Run 1, metal 3:
The bar under the picture is 50 µm long.
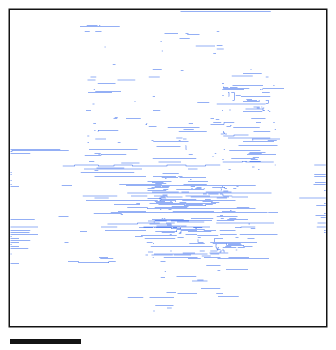
Run 1, layout detail:
Region (91, 47) to (131, 87) µm. Cells in gray, sequential cells in the stronger gray; small squares are vias.
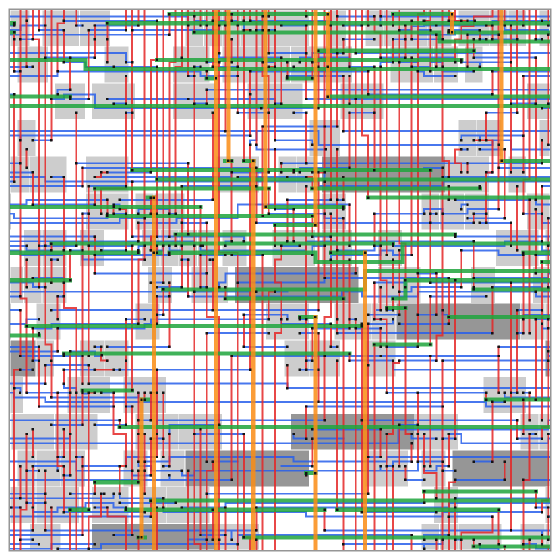
Run 1, metal layers overlaid:
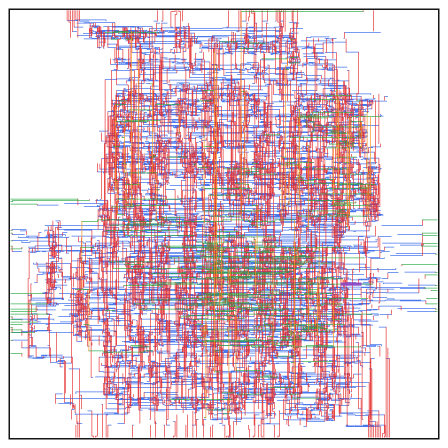
--- config.mk ---
export PLATFORM = sky130hd
export DESIGN_NAME = muldiv_ctrl
export DESIGN_NICKNAME = d
export VERILOG_FILES = /design/src/rtl/muldiv_pkg.sv /design/src/rtl/muldiv_step.sv /design/src/rtl/muldiv_ctrl.sv
export SDC_FILE = /design/constraint.sdc
export NUM_CORES = 1
export LEC_CHECK = 0
export CORE_MARGIN = 3
export CORE_UTILIZATION = 35
export DETAILED_ROUTE_END_ITERATION = 16
export GPL_ROUTABILITY_DRIVEN = 0
export SYNTH_ARGS = -nofsm -noshare
export SYNTH_HDL_FRONTEND = slang
export SYNTH_SLANG_ARGS = --single-unit
--- constraint.sdc ---
create_clock -name clk -period 4.6 [get_ports clk]
set_input_delay 0.69 -clock clk [delete_from_list [all_inputs] [get_ports clk]]
set_output_delay 0.69 -clock clk [all_outputs]
set_load 0.02 [all_outputs]
--- src/rtl/muldiv_pkg.sv ---
// Shared encodings and constants for the RV32M multiply/divide sequencer.
package muldiv_pkg;

  localparam int XLEN_DEFAULT = 32;
  localparam logic [31:0] DIV_OVF_DIVIDEND = 32'h8000_0000;

  typedef enum logic [2:0] {
    MD_MUL    = 3'b000,
    MD_MULH   = 3'b001,
    MD_MULHSU = 3'b010,
    MD_MULHU  = 3'b011,
    MD_DIV    = 3'b100,
    MD_DIVU   = 3'b101,
    MD_REM    = 3'b110,
    MD_REMU   = 3'b111
  } md_op_e;

  typedef enum logic [1:0] {
    ST_IDLE  = 2'd0,
    ST_CALC  = 2'd1,
    ST_FIXUP = 2'd2,
    ST_DONE  = 2'd3
  } md_state_e;

  function automatic logic isDivOp(input logic [2:0] opCode);
    return opCode[2];
  endfunction

endpackage

--- src/rtl/muldiv_step.sv ---
// One iteration of the unsigned datapath: shift-add multiply or restoring divide.
module muldiv_step
  import muldiv_pkg::*;
#(
  parameter int XLEN = XLEN_DEFAULT
) (
  input  logic              i_isDiv,
  input  logic [2*XLEN-1:0] i_acc,
  input  logic [XLEN-1:0]   i_operand,
  output logic [2*XLEN-1:0] o_acc,
  output logic              o_qBit
);

  logic [XLEN-1:0] w_hi;
  logic [XLEN-1:0] w_lo;
  logic [XLEN:0]   w_sum;
  logic [XLEN:0]   w_trial;

  assign w_hi    = i_acc[2*XLEN-1:XLEN];
  assign w_lo    = i_acc[XLEN-1:0];
  assign w_sum   = {1'b0, w_hi} + {1'b0, i_operand};
  // Partial remainder stays below the divisor, so bit XLEN of the trial is a clean borrow flag.
  assign w_trial = {w_hi, w_lo[XLEN-1]} - {1'b0, i_operand};

  always_comb begin
    o_acc  = '0;
    o_qBit = 1'b0;
    if (i_isDiv) begin
      o_qBit = ~w_trial[XLEN];
      if (o_qBit) o_acc = {w_trial[XLEN-1:0], w_lo[XLEN-2:0], 1'b0};
      else        o_acc = {w_hi[XLEN-2:0], w_lo, 1'b0};
    end else begin
      if (w_lo[0]) o_acc = {w_sum, w_lo[XLEN-1:1]};
      else         o_acc = {1'b0, w_hi, w_lo[XLEN-1:1]};
    end
  end

endmodule

--- src/rtl/muldiv_ctrl.sv ---
// RV32M multiply/divide sequencer: one bit per cycle, stalls execute, pulses done.
// Optional MULDIV_EARLY_OUT_EN: zero multiply operand or zero divisor skips CALC.
module muldiv_ctrl
  import muldiv_pkg::*;
#(
  parameter int XLEN = XLEN_DEFAULT
) (
  input  logic            clk,
  input  logic            rst,
  input  logic            start,
  input  logic [2:0]      op,
  input  logic [XLEN-1:0] rs1_value,
  input  logic [XLEN-1:0] rs2_value,
  input  logic [4:0]      in_RegDest,
  input  logic            flush,
  output logic            busy,
  output logic            stall,
  output logic            done,
  output logic [XLEN-1:0] result,
  output logic [4:0]      out_RegDest,
  output logic            out_RegWrite
);

  localparam int CNT_W = $clog2(XLEN) + 1;

  md_state_e         r_state, w_nextState;
  md_op_e            r_op;
  logic [CNT_W-1:0]  r_count;
  logic [2*XLEN-1:0] r_acc, w_accNext, w_prod;
  logic [XLEN-1:0]   r_operand, r_dividend, r_result;
  logic [XLEN-1:0]   w_absA, w_absB, w_quot, w_rem, w_fixResult;
  logic [4:0]        r_rd;
  logic              r_neg, r_divZero, r_divOvf, r_regWrite;
  logic              w_accept, w_aNeg, w_bNeg, w_isRem, w_skip, w_mulZero, w_qBit;

  assign w_accept = (r_state == ST_IDLE) & start & ~flush;
  assign w_aNeg   = (op inside {MD_MULH, MD_MULHSU, MD_DIV, MD_REM}) & rs1_value[XLEN-1];
  assign w_bNeg   = (op inside {MD_MULH, MD_DIV, MD_REM}) & rs2_value[XLEN-1];
  assign w_isRem  = op inside {MD_REM, MD_REMU};
  assign w_absA   = w_aNeg ? -rs1_value : rs1_value;
  assign w_absB   = w_bNeg ? -rs2_value : rs2_value;

`ifdef MULDIV_EARLY_OUT_EN
  logic r_mulZero;
  assign w_skip    = isDivOp(op) ? (rs2_value == '0) : ((rs1_value == '0) || (rs2_value == '0));
  assign w_mulZero = r_mulZero;

  always_ff @(posedge clk or negedge rst) begin
    if (!rst)          r_mulZero <= 1'b0;
    else if (w_accept) r_mulZero <= (rs1_value == '0) || (rs2_value == '0);
  end
`else
  assign w_skip    = 1'b0;
  assign w_mulZero = 1'b0;
`endif

  muldiv_step #(.XLEN(XLEN)) u_step (
    .i_isDiv   (isDivOp(r_op)),
    .i_acc     (r_acc),
    .i_operand (r_operand),
    .o_acc     (w_accNext),
    .o_qBit    (w_qBit)
  );

  always_comb begin
    w_nextState = r_state;
    stall       = 1'b0;
    busy        = (r_state != ST_IDLE);
    done        = (r_state == ST_DONE);
    case (r_state)
      ST_IDLE: begin
        stall = start & ~flush;
        if (w_accept) w_nextState = w_skip ? ST_FIXUP : ST_CALC;
      end
      ST_CALC: begin
        stall = 1'b1;
        if (flush)                               w_nextState = ST_IDLE;
        else if (r_count == CNT_W'(XLEN - 1))    w_nextState = ST_FIXUP;
      end
      ST_FIXUP: begin
        stall       = 1'b1;
        w_nextState = flush ? ST_IDLE : ST_DONE;
      end
      ST_DONE: w_nextState = ST_IDLE;
    endcase
  end

  // Magnitudes were iterated unsigned; restore the sign, then apply RV32M corner cases.
  assign w_prod = r_neg ? -r_acc : r_acc;
  assign w_quot = r_neg ? -r_acc[XLEN-1:0] : r_acc[XLEN-1:0];
  assign w_rem  = r_neg ? -r_acc[2*XLEN-1:XLEN] : r_acc[2*XLEN-1:XLEN];

  always_comb begin
    w_fixResult = w_prod[XLEN-1:0];
    case (r_op)
      MD_MUL:                       w_fixResult = w_prod[XLEN-1:0];
      MD_MULH, MD_MULHSU, MD_MULHU: w_fixResult = w_prod[2*XLEN-1:XLEN];
      MD_DIV, MD_DIVU: begin
        if (r_divZero)                        w_fixResult = '1;
        else if (r_op == MD_DIV && r_divOvf)  w_fixResult = DIV_OVF_DIVIDEND;
        else                                  w_fixResult = w_quot;
      end
      MD_REM, MD_REMU: begin
        if (r_divZero)                        w_fixResult = r_dividend;
        else if (r_op == MD_REM && r_divOvf)  w_fixResult = '0;
        else                                  w_fixResult = w_rem;
      end
    endcase
    if (w_mulZero && !isDivOp(r_op)) w_fixResult = '0;
  end

  always_ff @(posedge clk or negedge rst) begin
    if (!rst) begin
      r_state    <= ST_IDLE;
      r_op       <= MD_MUL;
      r_count    <= '0;
      r_acc      <= '0;
      r_operand  <= '0;
      r_dividend <= '0;
      r_neg      <= 1'b0;
      r_divZero  <= 1'b0;
      r_divOvf   <= 1'b0;
      r_rd       <= '0;
      r_result   <= '0;
      r_regWrite <= 1'b0;
    end else begin
      r_state    <= w_nextState;
      r_regWrite <= 1'b0;
      if (w_accept) begin
        r_op       <= md_op_e'(op);
        r_acc      <= {{XLEN{1'b0}}, w_absA};
        r_operand  <= w_absB;
        r_dividend <= rs1_value;
        r_neg      <= w_isRem ? w_aNeg : (w_aNeg ^ w_bNeg);
        r_divZero  <= (rs2_value == '0);
        r_divOvf   <= (rs1_value == DIV_OVF_DIVIDEND) && (rs2_value == '1);
        r_count    <= '0;
        r_rd       <= in_RegDest;
      end else if (r_state == ST_CALC) begin
        r_acc   <= isDivOp(r_op) ? {w_accNext[2*XLEN-1:1], w_qBit} : w_accNext;
        r_count <= r_count + CNT_W'(1);
      end
      if (r_state == ST_FIXUP && !flush) begin
        r_result   <= w_fixResult;
        r_regWrite <= (r_rd != 5'd0);
      end
    end
  end

  assign result       = r_result;
  assign out_RegDest  = r_rd;
  assign out_RegWrite = r_regWrite;

endmodule

==> reports/notes.md, run 1 <==
- 0.691 — Combinational Power Share
- combinational cells — dominant power group
- 1360 ps — transition time at the pin with the least slew margin
- 0 — count of unresolved DRC violations after routing
- AND-OR/OR-AND gates — Top delay family on crit path
- complete, no violations — run status
- no — RSZ-0062 raised after global routing
- 26.1 mm — metal2 WL
- 180 — sequential cell count
- met5 — uppermost routed layer
- reg2reg — Worst Setup Path Type
- 43.2 mm — detailed-placement wirelength estimate
- 4510 µm² — Sequential cell area
- 0.590 — proportion of cell area occupied by multi-input gates
- 2787 — number of cells in the finished layout apart from fillers
- sky130_fd_sc_hd__a211oi_1 — Slowest cell on crit path
- 1738 — total number of multi-input combinational cells
- 13 — Stages on worst setup path
- 2291 — post-synthesis net count
- sky130_fd_sc_hd__nand2_1 — most common cell in the synthesized netlist
- 0 — Final setup violation count
- 15.3 mW — power after layout
- 93 — pin count of the biggest net entering global routing
- 0 — number of pins with negative max-slew slack in the final report
- 79 — Distinct cells, synth
- 0.361 — GR Util met2
- 0.209 — sequential share of power
Notes on 'metal 3' above:
247 nets have wire on it. The layer carries 4230 µm of wire. The longest straight run is 110 µm. The wires run mostly horizontal. The layer holds 7.3% of the routed length.

Notes on 'layout detail' above:
Key: met2 = red; met3 = green; met4 = orange; met1 = blue
Netlist names of flops here include result (5). Most frequent: nand2_1 (18), o21ai_0 (16), a21oi_1 (10). Sequential cells in the window: 7. 117 logic cells have their middle in the window.

Notes on 'metal layers overlaid' above:
Key: met4 = orange [wire length 2120 µm]; met2 = red [wire length 26.1 mm]; met3 = green [wire length 4230 µm]; met1 = blue [wire length 25.6 mm]; met5 = purple [wire length 9.20 µm]

==> run 2, diff against run 1 <==
Clock period 4.6 ns to 3.2 ns, I/O delays scaled along.
Run 2, layout detail:
Region (91, 47) to (131, 87) µm. Cells in gray, sequential cells in the stronger gray; small squares are vias.
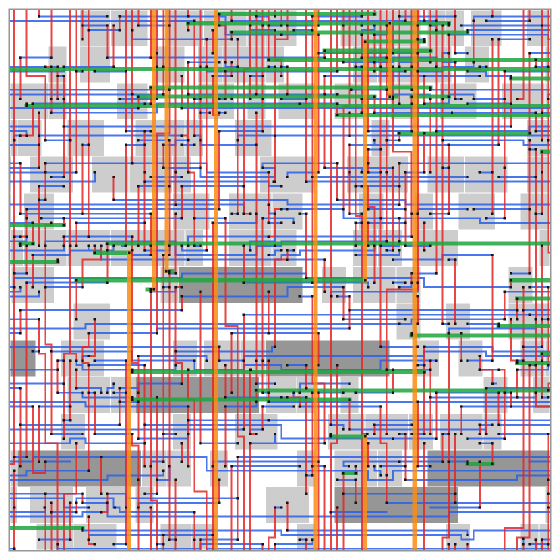
Key: met1 = blue; met4 = orange; met3 = green; met2 = red
Netlist names of flops here include result (4), r_dividend (2). 122 logic cells have their middle in the window. Most frequent: nand2_1 (20), a21oi_1 (12), buf_4 (12). Sequential cells in the window: 6.

Run 2, metal 3:
The bar under the picture is 50 µm long.
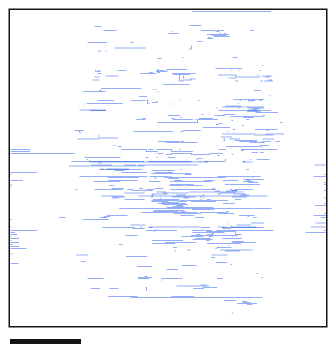
The wires run mostly horizontal. The layer carries 4260 µm of wire. The layer holds 7.0% of the routed length. 276 nets have wire on it. The longest straight run is 107 µm.

==> run 2 against run 1 <==
Against the previous run: the flow now finishes with violations (setup timing); clock skew is 1.3 ps lower; wire length rose by 5.4%; via count up 5.1%; power rose by 61%; count of clock-buffer cells in the layout unchanged; maximum frequency is 19% higher; utilization increased by 3.9 points; setup slack worse by 800 ps; hold slack lost 220 ps; synthesized cell count did not move; non-clock buffer count up 191; first-iteration DRC count is 9.3% lower; critical path type unchanged; largest power group unchanged.
==> reports/notes.md, run 2 <==
- finished with violations — run status, was complete, no violations
- setup timing — failing checks
- yes — RSZ-0062 raised after global routing, was no
- 2977 — number of cells in the finished layout apart from fillers, was 2787
- 1 — Final setup violation count, was 0
- 0.551 — proportion of cell area occupied by multi-input gates, was 0.590
- reg2reg — Worst Setup Path Type, unchanged
- 796 ps — transition time at the pin with the least slew margin, was 1360 ps
- met5 — uppermost routed layer, unchanged
- 2291 — post-synthesis net count, unchanged
- r_acc[61] — worst setup path endpoint, was r_acc[38]
- 0.741 — Combinational Power Share, was 0.691
- 2517 — Nets, was 2326
- combinational cells — dominant power group, unchanged
- 0 — number of pins with negative max-slew slack in the final report, unchanged
- -33.1 ps — setup ws final, was 768 ps
- AND-OR/OR-AND gates — Top delay family on crit path, unchanged
- flip-flop — Setup crit start kind, unchanged
- 180 — sequential cell count, unchanged
- 20.6 µm — routed length per placed instance, was 20.8 µm
- 98 — pin count of the biggest net entering global routing, was 93
- 1.01 — Final period util, was 0.833
- 11 — Stages on worst setup path, was 13
- 1738 — total number of multi-input combinational cells, unchanged
- sky130_fd_sc_hd__dfrtp_2 — Slowest cell on crit path, was sky130_fd_sc_hd__a211oi_1
- sky130_fd_sc_hd__nand2_1 — most common cell in the synthesized netlist, unchanged
- 27.5 mm — metal2 WL, was 26.1 mm
- 0 — count of unresolved DRC violations after routing, unchanged
- 79 — Distinct cells, synth, unchanged
- 0.170 — sequential share of power, was 0.209
- 4.26 mm — routed length on met3, was 4.23 mm
- 4510 µm² — Sequential cell area, about the same
- 0.373 — GR Util met2, was 0.361
- 47.1 mm — detailed-placement wirelength estimate, was 43.2 mm
Run 2, metal layers overlaid:
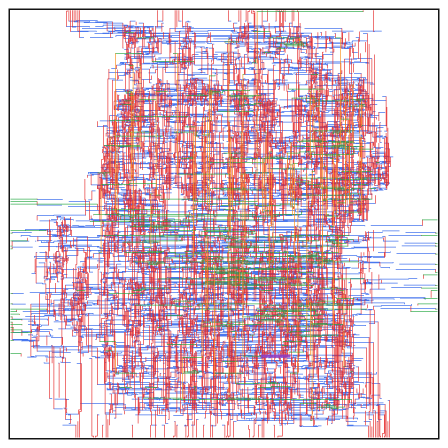
Key: met1 = blue [wire length 26.5 mm]; met3 = green [wire length 4260 µm]; met5 = purple [wire length 13.8 µm]; met2 = red [wire length 27.5 mm]; met4 = orange [wire length 2880 µm]

Power figures rest on the tool's default switching activity, not on a simulated workload.
